==> run_1/drive_strength.png <==
The bar under the picture is 20 um long.
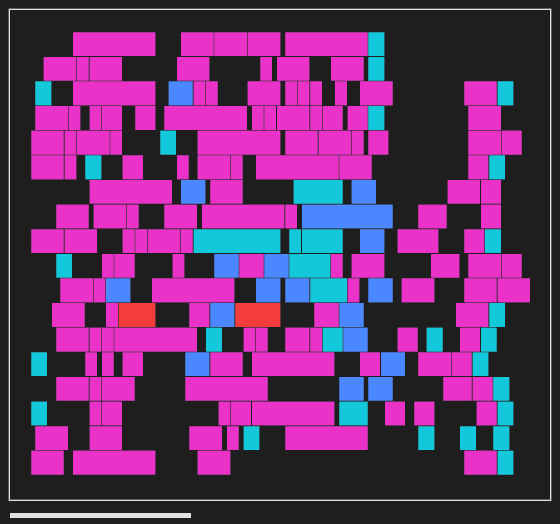
==> run_1/met1.png <==
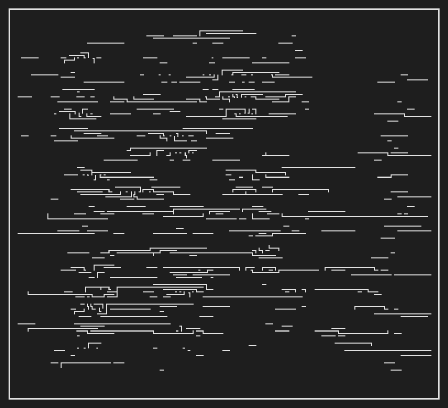
==> run_1/final_clocks.png <==
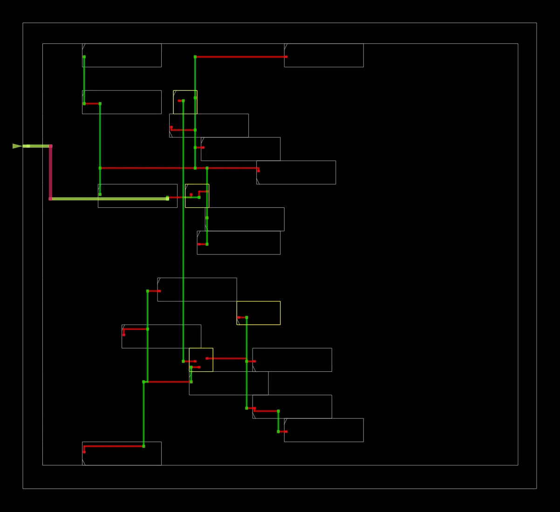
==> run_1/metal_stack.png <==
Two of the layers only.
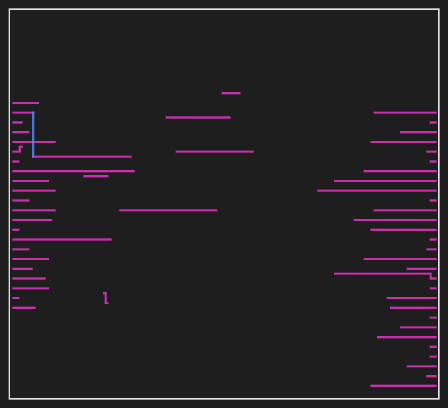
### config.mk
export PLATFORM = sky130hd
export DESIGN_NAME = alu_sequencer
export DESIGN_NICKNAME = d
export VERILOG_FILES = /design/src/rtl/alu_pkg.sv /design/src/rtl/rr_arbiter2.sv /design/src/rtl/alu_sequencer.sv
export SDC_FILE = /design/constraint.sdc
export NUM_CORES = 1
export LEC_CHECK = 0
export ABC_CLOCK_PERIOD_IN_PS = 2200
export CAP_MARGIN = 20
export CORE_ASPECT_RATIO = 0.9
export CORE_MARGIN = 2
export CORE_UTILIZATION = 35
export CTS_CLUSTER_SIZE = 20
export DETAILED_ROUTE_END_ITERATION = 6
export PLACE_DENSITY = 0.8
export SLEW_MARGIN = 20
export SYNTH_ARGS = -nofsm -noshare
export SYNTH_HDL_FRONTEND = slang
export SYNTH_SLANG_ARGS = --single-unit
export TNS_END_PERCENT = 100
### constraint.sdc
create_clock -name clk -period 2.2 [get_ports clk]
set_clock_uncertainty 0.1 [all_clocks]
set_input_delay 0.55 -clock clk [delete_from_list [all_inputs] [get_ports clk]]
set_output_delay 0.55 -clock clk [all_outputs]
set_load 0.02 [all_outputs]
### src/rtl/alu_pkg.sv
// Shared opcode, width and FSM definitions for the ALU command sequencer.
package alu_pkg;

  localparam int unsigned DefaultWidth = 8;

  typedef enum logic [2:0] {
    OpHold  = 3'd0,
    OpClear = 3'd1,
    OpAdd   = 3'd2,
    OpSub   = 3'd3,
    OpAnd   = 3'd4,
    OpNeg   = 3'd5,
    OpNot   = 3'd6,
    OpXor   = 3'd7
  } alu_op_e;

  typedef enum logic [1:0] {
    StIdle  = 2'd0,
    StIssue = 2'd1,
    StResp  = 2'd2
  } seq_state_e;

endpackage

### src/rtl/rr_arbiter2.sv
// Two-way round-robin arbiter with a sticky lock owner.
module rr_arbiter2 (
  input  logic       clk,
  input  logic       rst,
  input  logic [1:0] req,
  input  logic [1:0] lock,
  input  logic       accept,
  output logic [1:0] gnt,
  output logic       gnt_id
);

  logic last_q;
  logic locked_q;
  logic owner_q;

  always_comb begin
    gnt = 2'b00;
    if (locked_q) begin
      gnt[owner_q] = req[owner_q];
    end else if (req == 2'b11) begin
      // Last-accepted requester yields on a tie.
      gnt = last_q ? 2'b01 : 2'b10;
    end else begin
      gnt = req;
    end
    gnt_id = gnt[1];
  end

  always_ff @(posedge clk or posedge rst) begin
    if (rst) begin
      last_q   <= 1'b1;
      locked_q <= 1'b0;
      owner_q  <= 1'b0;
    end else if (accept) begin
      last_q   <= gnt_id;
      locked_q <= lock[gnt_id];
      owner_q  <= gnt_id;
    end
  end

endmodule

### src/rtl/alu_sequencer.sv
// Arbitrates two command requesters onto an external accumulator ALU and returns
// one response per command.
module alu_sequencer
  import alu_pkg::*;
#(
  parameter int unsigned WIDTH = DefaultWidth
) (
  input  logic             clk,
  input  logic             rst,
  input  logic             req0_valid,
  input  logic [2:0]       req0_op,
  input  logic [WIDTH-1:0] req0_data,
  input  logic             req0_lock,
  output logic             req0_ready,
  input  logic             req1_valid,
  input  logic [2:0]       req1_op,
  input  logic [WIDTH-1:0] req1_data,
  input  logic             req1_lock,
  output logic             req1_ready,
  output logic [2:0]       alu_control,
  output logic [WIDTH-1:0] alu_in,
  input  logic [WIDTH-1:0] alu_accumulator,
  input  logic [3:0]       alu_flags,
  output logic             rsp_valid,
  output logic             rsp_id,
  output logic [WIDTH-1:0] rsp_result,
  output logic [3:0]       rsp_flags,
  output logic             busy
);

  seq_state_e       state_q, state_d;
  logic [2:0]       op_q;
  logic [WIDTH-1:0] data_q;
  logic             id_q;
  logic [1:0]       gnt;
  logic             gnt_id;
  logic             idle;
  logic             accept;

  assign idle       = (state_q == StIdle);
  assign accept     = idle && (gnt != 2'b00);
  assign req0_ready = idle && gnt[0];
  assign req1_ready = idle && gnt[1];

  rr_arbiter2 u_arb (
    .clk    (clk),
    .rst    (rst),
    .req    ({req1_valid, req0_valid}),
    .lock   ({req1_lock, req0_lock}),
    .accept (accept),
    .gnt    (gnt),
    .gnt_id (gnt_id)
  );

  always_ff @(posedge clk or posedge rst) begin
    if (rst) begin
      state_q <= StIdle;
      op_q    <= OpHold;
      data_q  <= '0;
      id_q    <= 1'b0;
    end else begin
      state_q <= state_d;
      if (accept) begin
        op_q   <= gnt_id ? req1_op : req0_op;
        data_q <= gnt_id ? req1_data : req0_data;
        id_q   <= gnt_id;
      end
    end
  end

  always_comb begin
    state_d     = state_q;
    alu_control = OpHold;
    alu_in      = '0;
    rsp_valid   = 1'b0;
    rsp_id      = 1'b0;
    rsp_result  = '0;
    rsp_flags   = 4'h0;
    busy        = !idle;
    unique case (state_q)
      StIdle: begin
        if (accept) state_d = StIssue;
      end
      StIssue: begin
        alu_control = op_q;
        alu_in      = data_q;
        state_d     = StResp;
      end
      StResp: begin
        // ALU outputs here already reflect the issue edge.
        rsp_valid  = 1'b1;
        rsp_id     = id_q;
        rsp_result = alu_accumulator;
        rsp_flags  = alu_flags;
        state_d    = StIdle;
      end
      default: state_d = StIdle;
    endcase
  end

endmodule

==> flow_summary.toml, run 1 <==
# yosys + openroad results
[status]
status = "completed"

[yosys]
yosysMostFrequentCell = "inv_1"
yosysTopAreaCell = "dfrtp_1"
ys_sh_aoi = 0.195
postSynthAreaPerCell_um2 = 8.87
synthTopCellsByCount = "inv_1 (41), and2_1 (24), dfrtp_1 (15)"
yosysSeqAreaShare = 0.412
syn_inst = 110
ys_sh_mux = 0.0115
area_leaders = "dfrtp_1 (38%), inv_1 (16%), and2_1 (15%)"
flop_cell = "dfrtp_1"
synthArstFlopShare = 1.00
yosysUniqueCellTypes = 19

[min_path]
min_path_type = "reg2reg"
hold_depth = 2
min_to = "u_arb.last_q$_DFFE_PP1P_"

[final_layout]
fill_cells = 253
comb_cells = 47
comb_share = 0.235
drive_above_1_share = 0.275
nonClkBufAreaFrac = 0.386
inverters_excl_clock = 42
stdcell_area_um2 = 1670
n_antenna_cell = 0
most-common-layout-cells = "inv_1 (41), clkdlybuf4s50_1 (37), and2_1 (24), dfrtp_1 (15), buf_4 (14)"
clk_share = 0.0217

[setup_path]
startpoint_type = "register"
slowest_delay_ps = 570
cp.arrival_ps = 1480
timing.rr.start = "u_arb.owner_q$_DFFE_PP0P_"
cp_num_cells = 3
cp-startpoint = "u_arb.last_q$_DFFE_PP1P_"
cp_slowest_cell = "dfstp_2"
path_class = "reg2out"
path_buffers = 1
r2r_end = "data_q[2]$_DFFE_PP0P_"

[pwr]
comb_power_share = 0.621
clock_power_share = 0.100
p_seq_frac = 0.279
switchingPower_w = 0.000839
p_int_w = 0.00112
p_total_w = 0.00195
powerComb_w = 0.00121

[route]
vias = 1058
top_layer = "met4"
wl_met3_um = 315
viasPerCell = 4.83
drtAntennaViolNets = 0
drt_iter0_drc = 39
route.met2.wl_um = 1480
wl_per_cell_um = 13.1
met1_length_um = 1070

[timing]
hold_viol_final = 0
worstMarginPinSlew_ps = 615
slew_violations = 0
final-setup-viol-count = 0

[clock_network]
cts_max_level = 1
postCtsHoldBufs = 0
clk_pin_slew_ps = 90

[global_routing]
met3_usage = 0.0337
antenna_found_initial = 0
grt_overflow = 0

[floorplanning]
fp_util = 0.361
die_area_um2 = 3230
nWellTaps = 30

[run]
warnings = 27

[place]
dp_hpwl_um = 2210
placedInstanceArea_um2 = 1740
place_inst = 214
gp_congestion = 0.710
Back to the opening pictures, drive_strength.png:
Blue marks drive 3 to 4, cells 18. Magenta marks drive 1 or less, cells 137. Red marks drive 6 and up, cells 2. Cyan marks drive 2, cells 32.
worst setup margin: 66.7 ps
Layout area overhead: 71.3%
Non-Clock Buffer Count: 80

Back to the opening pictures, met1.png:
The layer holds 37% of the routed length. The wires run mostly horizontal. The layer carries 1070 um of wire. 193 nets have wire on it. The longest straight run is 20.2 um.

Back to the opening pictures, final_clocks.png:
clk sinks: 16
CTS Buf Count: 3
clock network power: 0.000195 W
registers: 16
clk_lat worst skew: 280 ps

Back to the opening pictures, metal_stack.png:
Magenta marks met3, wire length 316 um. Blue marks met4, wire length 6.10 um.

==> run_1/met2.png <==
Cells faint in the background.
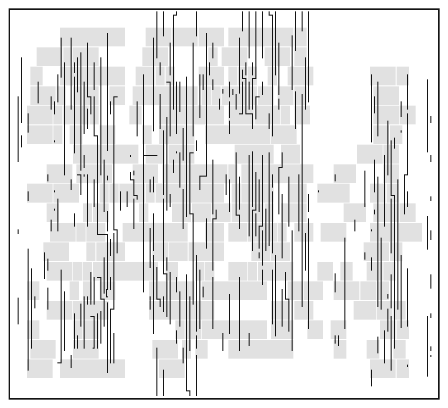

==> inputs of run 2 (changes only) <==
--- a/config.mk
+++ b/config.mk
@@ -5,14 +5,14 @@
 export SDC_FILE = /design/constraint.sdc
 export NUM_CORES = 1
 export LEC_CHECK = 0
-export ABC_CLOCK_PERIOD_IN_PS = 2200
+export ABC_CLOCK_PERIOD_IN_PS = 1700
 export CAP_MARGIN = 20
 export CORE_ASPECT_RATIO = 0.9
 export CORE_MARGIN = 2
-export CORE_UTILIZATION = 35
+export CORE_UTILIZATION = 31
 export CTS_CLUSTER_SIZE = 20
 export DETAILED_ROUTE_END_ITERATION = 6
-export PLACE_DENSITY = 0.8
+export PLACE_DENSITY = 0.75
 export SLEW_MARGIN = 20
 export SYNTH_ARGS = -nofsm -noshare
 export SYNTH_HDL_FRONTEND = slang
==> constraint.sdc (replaced) <==
create_clock -name clk -period 1.7 [get_ports clk]
set_clock_uncertainty 0.1 [all_clocks]
set_input_delay 0.425 -clock clk [delete_from_list [all_inputs] [get_ports clk]]
set_output_delay 0.425 -clock clk [all_outputs]
set_load 0.02 [all_outputs]
==> run_2/met2.png <==
Cells faint in the background.
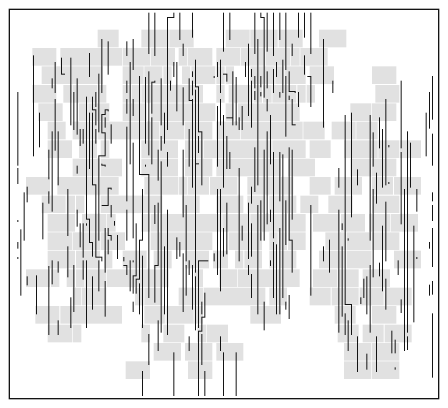
218 nets have wire on it. The layer carries 1740 um of wire. The longest straight run is 29.6 um.

==> run 2 against run 1 <==
Effect of this change:
- the run now ends with negative setup slack left
- hold slack got worse by 120 ps
- global-route usage increased by 0.96 points
- die size up 12%
- sequential power increased by 35%
- design area increased by 20%
- clock power is about 30% higher
- area after synthesis is the same
- core utilization grew 4.6 points
- sequential share of layout area is 4.0 points lower
- via count increased by 5.9%
- combinational power increased by 87%
- non-clock buffer count rose by 6
- critical path type unchanged
- largest cell class unchanged
- highest routed layer unchanged
==> flow_summary.toml, run 2 <==
# yosys + openroad results
[status]
status = "complete, but fails checks"
violations = "negative setup slack"

[pwr]
switchingPower_w = 0.00127
clock_power_share = 0.078
pg_clk_w = 0.000253
p_total_w = 0.00325
ir_worst_vdd_uv = 835
p_seq_frac = 0.227
comb_power_share = 0.695
p_leak_nw = 1.05
p_sw_frac = 0.389
p_int_w = 0.00198
powerComb_w = 0.00226

[global_routing]
met3_usage = 0.0256
grtUsageMet1 = 0.209
grt_overflow = 0
use_met2 = 0.351
antenna_found_initial = 0
grt_pass1_vias = 1162
track_usage = 0.181
grt_max_degree = 15
grt_pass1_wl_um = 5190
grt-busiest-layer = "met2"

[yosys]
yosysUniqueCellTypes = 19
yosysMostFrequentCell = "inv_1"
ys_sh_mux = 0.0115
simple_gate_area_frac = 0.188
yosys_warnings = 0
ys_ff = 16
flop_cell = "dfrtp_1"
adder_share = 0
syn_inst = 110
synthTopCellsByCount = "inv_1 (41), and2_1 (24), dfrtp_1 (15)"
yosysTopAreaCell = "dfrtp_1"
synthArstFlopShare = 1.00
area_leaders = "dfrtp_1 (38%), inv_1 (16%), and2_1 (15%)"
edf_count = 0
yosysSeqAreaShare = 0.412
postSynthAreaPerCell_um2 = 8.87
ys_cells = 110
ys_sh_aoi = 0.195

[final_layout]
flop-count = 16
nonClkBufAreaFrac = 0.435
areaGrowthSynthToFinish_pct = 106
fin_util = 0.665
fin_cells = 238
inverters_excl_clock = 42
drive_above_1_share = 0.449
final.clkbuf_count = 4
comb_share = 0.242
stdcell_area_um2 = 2010
fill_cells = 256
num-nets-final = 237
buffers = 86
comb_cells = 48
most-common-layout-cells = "inv_1 (40), clkdlybuf4s50_1 (37), buf_6 (35), and2_4 (24), dfrtp_1 (14)"
clk_share = 0.0181
n_antenna_cell = 0

[timing]
period_minus_slack_ps = 1980
fin_ws_ps = -277
max_freq_mhz = 506
worstMarginPinSlew_ps = 370
final-setup-viol-count = 27
relSlewSlack = 0.753
rsz0062_at_grt = "yes"
slew_violations = 0
hold_viol_final = 0
period_used_share = 1.16
hold_ws_ps = 299

[setup_path]
timing.rr.start = "u_arb.last_q$_DFFE_PP1P_"
cp-startpoint = "u_arb.last_q$_DFFE_PP1P_"
r2r_end = "op_q[2]$_DFFE_PP0P_"
critPathMaxFanout = 2
critPathTopFamily = "flip-flops"
path_buffers = 1
cp_cell_sequence = "nor3b_4 > a2111oi_4 > buf_4"
cp_slowest_cell = "dfstp_2"
r2r_cells = 5
path_class = "reg2out"
cp.arrival_ps = 1450
cp_num_cells = 3
slowest_delay_ps = 580
startpoint_type = "register"

[floorplanning]
fp_util = 0.323
dieHeight_um = 57.2
core_um2 = 3020
rows = 19
die_area_um2 = 3610
ios = 68
nWellTaps = 42

[place]
dp_hpwl_um = 2440
gp_congestion = 0.709
place_inst = 230
placedInstanceArea_um2 = 1790
place_ws_ps = -893

[route]
top_layer = "met4"
drt_iter0_drc = 55
drtAntennaViolNets = 0
wl_um = 3330
met1_length_um = 1330
vias = 1120
wl_per_cell_um = 14.0
firstDrtPassIters = 7
viasPerCell = 4.71
wl_met3_um = 252
route.met2.wl_um = 1740

[clock_network]
cts_max_level = 1
clock_path_buffers = 2
postCtsHoldBufs = 0
cts_made_buffers = 3
cts.sinks = 16
cts.repair.resized = 183
clk_pin_slew_ps = 90
insertion_delay_ps = 290

[min_path]
min_path_type = "in2async"

[run]
maxCapViolations = 0
warnings = 29
Power and IR drop assume default switching activity.
